`src/rtl/keypad_scanner.sv`:
```
// keypad_scanner: drives the 3 columns of a 3x4 keypad, debounces whole scans and
// emits one-cycle press events. Define KEYPAD_REPEAT_EN to add auto-repeat of a held key.
module keypad_scanner #(
  parameter int SCAN_DIV       = 4,
  parameter int DEBOUNCE_SCANS = 3,
  parameter int REPEAT_DELAY   = 8,
  parameter int REPEAT_RATE    = 4
) (
  input  logic       clk,
  input  logic       rst,
  input  logic [3:0] KEY_ROW,
  output logic [2:0] KEY_COL,
  output logic       key_valid,
  output logic [3:0] key_code,
  output logic       key_held,
  output logic       multi_key
);

  localparam int DIV_W  = $clog2(SCAN_DIV);
  localparam int STAB_W = $clog2(DEBOUNCE_SCANS + 1);
  localparam logic [DIV_W-1:0]  DIV_LAST = DIV_W'(SCAN_DIV - 1);
  localparam logic [STAB_W-1:0] STAB_MAX = STAB_W'(DEBOUNCE_SCANS);

  typedef enum logic [1:0] {COL0 = 2'd0, COL1 = 2'd1, COL2 = 2'd2} col_e;

  generate
    if (SCAN_DIV < 4 || DEBOUNCE_SCANS < 1 || REPEAT_DELAY < 1 || REPEAT_RATE < 1) begin : g_bad_param
      $error("keypad_scanner: illegal parameter value");
    end
  endgenerate

  logic [3:0]        row_meta_q, row_meta_d, row_s_q, row_s_d;
  logic [DIV_W-1:0]  div_cnt_q, div_cnt_d;
  col_e              col_idx_q, col_idx_d;
  logic [2:0]        key_col_q, key_col_d;
  logic [3:0]        raw0_q, raw0_d, raw1_q, raw1_d;
  logic [11:0]       last_snap_q, last_snap_d, stable_q, stable_d;
  logic [STAB_W-1:0] stab_cnt_q, stab_cnt_d, stab_next;
  logic              key_valid_q, key_valid_d;
  logic              key_held_q, key_held_d, multi_key_q, multi_key_d;
  logic [3:0]        key_code_q, key_code_d;

  logic [11:0] new_snap;
  logic [3:0]  new_count;
  logic        sample_edge, scan_end, commit, press_evt, rep_fire;

  function automatic logic [3:0] count_keys(input logic [11:0] snap);
    logic [3:0] n;
    n = '0;
    for (int i = 0; i < 12; i++) n = n + {3'b000, snap[i]};
    return n;
  endfunction

  // Bit index row*3+col maps onto the printed labels; row 3 holds *, 0, #.
  function automatic logic [3:0] encode_key(input logic [11:0] snap);
    logic [3:0] code;
    code = '0;
    for (int i = 0; i < 12; i++) begin
      if (snap[i]) begin
        case (i)
          9:       code = 4'd10;
          10:      code = 4'd0;
          11:      code = 4'd11;
          default: code = 4'(i + 1);
        endcase
      end
    end
    return code;
  endfunction

  assign sample_edge = (div_cnt_q == DIV_LAST);
  assign scan_end    = sample_edge && (col_idx_q == COL2);
  assign new_count   = count_keys(new_snap);

  // NOTE: every always_comb output gets a default first so no path can infer a latch.
  always_comb begin
    row_meta_d = KEY_ROW;
    row_s_d    = row_meta_q;
    div_cnt_d  = div_cnt_q + DIV_W'(1);
    col_idx_d  = col_idx_q;
    key_col_d  = key_col_q;
    raw0_d     = raw0_q;
    raw1_d     = raw1_q;
    if (sample_edge) begin
      div_cnt_d = '0;
      key_col_d = {key_col_q[1:0], key_col_q[2]};
      case (col_idx_q)
        COL0: begin
          raw0_d    = row_s_q;
          col_idx_d = COL1;
        end
        COL1: begin
          raw1_d    = row_s_q;
          col_idx_d = COL2;
        end
        default: col_idx_d = COL0;
      endcase
    end
  end

  // Column 2 is never stored: at scan end it is taken straight from the synchroniser.
  always_comb begin
    new_snap = '0;
    for (int r = 0; r < 4; r++) begin
      new_snap[r*3]     = raw0_q[r];
      new_snap[r*3 + 1] = raw1_q[r];
      new_snap[r*3 + 2] = row_s_q[r];
    end
  end

  always_comb begin
    last_snap_d = last_snap_q;
    stab_cnt_d  = stab_cnt_q;
    stable_d    = stable_q;
    key_code_d  = key_code_q;
    key_held_d  = key_held_q;
    multi_key_d = multi_key_q;
    commit      = 1'b0;
    press_evt   = 1'b0;
    if (new_snap != last_snap_q)   stab_next = STAB_W'(1);
    else if (stab_cnt_q == STAB_MAX) stab_next = STAB_MAX;
    else                           stab_next = stab_cnt_q + STAB_W'(1);
    if (scan_end) begin
      last_snap_d = new_snap;
      stab_cnt_d  = stab_next;
      if (stab_next == STAB_MAX && new_snap != stable_q) begin
        commit      = 1'b1;
        stable_d    = new_snap;
        key_held_d  = (new_count == 4'd1);
        multi_key_d = (new_count >= 4'd2);
        // Only a lone key out of an all-released state counts as a press.
        if (new_count == 4'd1 && stable_q == '0) begin
          press_evt  = 1'b1;
          key_code_d = encode_key(new_snap);
        end
      end
    end
  end

  assign key_valid_d = press_evt | rep_fire;

  always_ff @(posedge clk or posedge rst) begin
    if (rst) begin
      row_meta_q  <= '0;
      row_s_q     <= '0;
      div_cnt_q   <= '0;
      col_idx_q   <= COL0;
      key_col_q   <= 3'b001;
      raw0_q      <= '0;
      raw1_q      <= '0;
      last_snap_q <= '0;
      stab_cnt_q  <= '0;
      stable_q    <= '0;
      key_valid_q <= 1'b0;
      key_code_q  <= '0;
      key_held_q  <= 1'b0;
      multi_key_q <= 1'b0;
    end else begin
      // NOTE: non-blocking assignments so every flop samples pre-edge values.
      row_meta_q  <= row_meta_d;
      row_s_q     <= row_s_d;
      div_cnt_q   <= div_cnt_d;
      col_idx_q   <= col_idx_d;
      key_col_q   <= key_col_d;
      raw0_q      <= raw0_d;
      raw1_q      <= raw1_d;
      last_snap_q <= last_snap_d;
      stab_cnt_q  <= stab_cnt_d;
      stable_q    <= stable_d;
      key_valid_q <= key_valid_d;
      key_code_q  <= key_code_d;
      key_held_q  <= key_held_d;
      multi_key_q <= multi_key_d;
    end
  end

`ifdef KEYPAD_REPEAT_EN
  localparam int REP_MAX = (REPEAT_DELAY > REPEAT_RATE) ? REPEAT_DELAY : REPEAT_RATE;
  localparam int REP_W   = $clog2(REP_MAX + 1);

  logic [REP_W-1:0] rep_cnt_q, rep_cnt_d, rep_next;
  logic             rep_armed_q, rep_armed_d, rep_first_q, rep_first_d;

  // Armed only by a real press event; any commit disarms or re-arms from zero.
  always_comb begin
    rep_cnt_d   = rep_cnt_q;
    rep_armed_d = rep_armed_q;
    rep_first_d = rep_first_q;
    rep_fire    = 1'b0;
    rep_next    = rep_cnt_q + REP_W'(1);
    if (scan_end) begin
      if (commit) begin
        rep_armed_d = press_evt;
        rep_first_d = 1'b1;
        rep_cnt_d   = '0;
      end else if (rep_armed_q) begin
        if (rep_next == (rep_first_q ? REP_W'(REPEAT_DELAY) : REP_W'(REPEAT_RATE))) begin
          rep_fire    = 1'b1;
          rep_first_d = 1'b0;
          rep_cnt_d   = '0;
        end else begin
          rep_cnt_d = rep_next;
        end
      end
    end
  end

  always_ff @(posedge clk or posedge rst) begin
    if (rst) begin
      rep_cnt_q   <= '0;
      rep_armed_q <= 1'b0;
      rep_first_q <= 1'b1;
    end else begin
      rep_cnt_q   <= rep_cnt_d;
      rep_armed_q <= rep_armed_d;
      rep_first_q <= rep_first_d;
    end
  end
`else
  assign rep_fire = 1'b0;
`endif

  assign KEY_COL   = key_col_q;
  assign key_valid = key_valid_q;
  assign key_code  = key_code_q;
  assign key_held  = key_held_q;
  assign multi_key = multi_key_q;

endmodule

```
`config.mk`:
```
export PLATFORM = sky130hd
export DESIGN_NAME = keypad_scanner
export DESIGN_NICKNAME = d
export VERILOG_FILES = /design/src/rtl/keypad_scanner.sv
export SDC_FILE = /design/constraint.sdc
export NUM_CORES = 1
export LEC_CHECK = 0
export ABC_AREA = 0
export ABC_CLOCK_PERIOD_IN_PS = 12500
export CAP_MARGIN = 20
export CORE_MARGIN = 2
export CORE_UTILIZATION = 55
export DETAILED_ROUTE_END_ITERATION = 7
export GPL_TIMING_DRIVEN = 0
export PLACE_DENSITY = 0.74
export SLEW_MARGIN = 10
export SYNTH_ARGS = -nofsm -noshare
export SYNTH_HDL_FRONTEND = slang
export SYNTH_SLANG_ARGS = --single-unit
```
`constraint.sdc`:
```
create_clock -name clk -period 12.5 [get_ports clk]
set_input_delay 1.875 -clock clk [delete_from_list [all_inputs] [get_ports clk]]
set_output_delay 1.875 -clock clk [all_outputs]
set_load 0.01 [all_outputs]
```
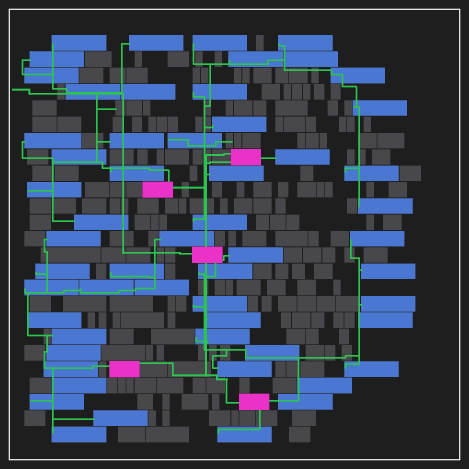
(images/clock_map.png)
(6 px per micron)
[flip-flops] blue | count: 56
[cells driving clock nets] magenta | count: 5
[clock wires] green | length: 590 microns
routed clock nets: 6
Final Skew: 8.51 ps
clock share of power: 26.9%
clk ins delay skew pair: 310 ps

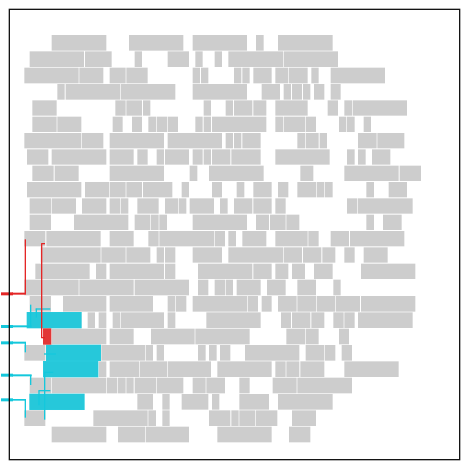
(images/port_nets.png)
(6 px per micron)
[KEY_ROW] cyan | direction: input | edge: left | end cells: 4 | buffers: 4 | wire: 38.6 microns
[rst] red | direction: input | edge: left | end cells: 1 | buffers: 1 | wire: 27.6 microns
port buffer count: 15
io pins: 16

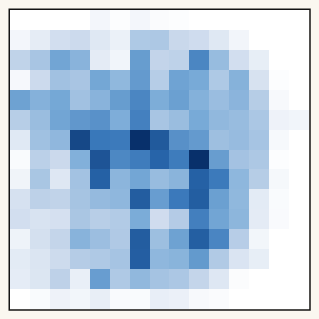
(images/wire_density.png)
(4 px per micron) The die is cut into 15 by 15 equal tiles; white is low, dark blue is high, scaled to the fullest tile. Values are wire area over tile area, all layers added.
tiles over half the peak: 21%
fullest tile: 0.49
nearly empty tiles: 17%
mean over tiles: 0.15
densest ninth of the die: center
vias post-DR: 1867
WL per Instance: 15.7 microns
Global Route Usage Sum: 22.6%
Routed WL: 5340 microns

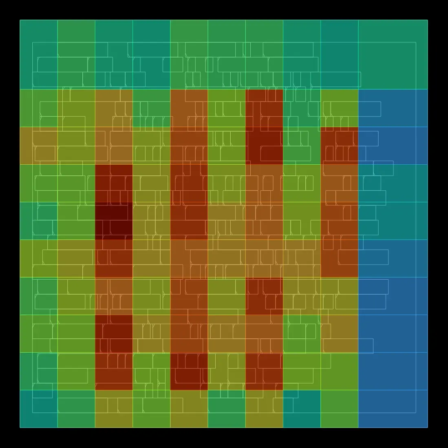
(images/final_congestion.png)
Util after Layout: 64.7%
met2 Use GR: 36.9%
M1 GR Usage: 30.4%

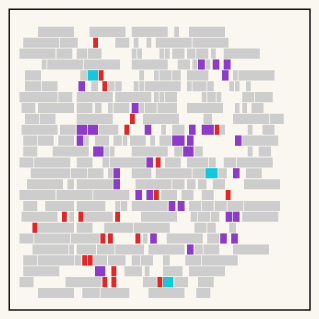
(images/gate_families.png)
(4 px per micron)
[AND-OR and OR-AND gates] cyan | cells: 3 | most used: a21o_1
[inverting AOI/OAI gates] purple | cells: 32 | most used: o21ai_0
[inverters] red | cells: 22 | most used: inv_1
Post-Layout Cell Count: 339
combinational share of cell area: 38.7%
most frequent logic cell in the layout: dfrtp_1

==> ci_impl_report.md <==
### Flow metrics

| Metric | Value |
|---|---|
| Status | `finished clean` |
| WP data required | `12690 ps` |
| Die area | `5600 sq um` |
| Clock root buffer master | `clkbuf_8` |
| Leading power group | `registers` |
| VDD IR max | `0.102 mV` |
| Worst path arrival time | `5240 ps` |
| Post-Syn Area | `2760 sq um` |
| Synth warn | `0` |
| Seq group | `0.190 mW` |
| # rows | `25` |
| Main synth FF type | `dfrtp_1` |
| First-pass GRT wire length | `9290 microns` |
| Power Density | `112 nW/um^2` |
| Internal | `0.251 mW` |
| Slew Viols, Final | `0` |
| Cell area leaders | `dfrtp_1 50%, mux2_2 7.8%, fa_1 5.1%` |
| Reg clk slew, reported paths | `90 ps` |
| WP buf/inv | `3` |
| Hold path startpoint | `row_meta_q[3]` |
| Top cells by count | `55 x dfrtp_1, 30 x nand2_1, 21 x inv_1` |
| Yosys stat cell total | `249` |
| Post-placement cell count | `332` |
| Postcts setup bufs | `0` |
| Clock sinks | `56` |
| Synth Instances | `249` |
| Largest regs | `last_snap_q (12), stable_q (12)` |
| Layout area overhead | `12.3%` |
| Worst path slowest cell | `nor4b_1` |
| Synth Seq Share | `50.8%` |
| Remaining antenna violation count | `0` |
| Layout cell share with drive strength beyond 1 | `15.8%` |
how the worst max path moves through the flow:
stage	startpoint	end	slack, ps	cells past startpoint
6_report	raw1_q[1]	key_code[2]	7450	14
5_1_grt	raw1_q[1]	key_code[1]	7210	14
3_5_place_dp	raw1_q[1]	key_code[2]	7500	14
2_1_floorplan	row_s_q[0]	key_code[1]	8250	14
4_1_cts	raw1_q[1]	key_code[1]	7450	14
3_3_place_gp	raw1_q[1]	key_code[2]	7520	14
stage by stage:
stage	hold WS, ps	power, mW
6_report	357	0.346
5_1_grt	366	0.362
4_1_cts	362	0.349
3_5_place_dp	341	0.257
3_3_place_gp	332	0.253
2_1_floorplan	331	0.240
Power figures rest on the tool's default switching activity, not on a simulated workload.
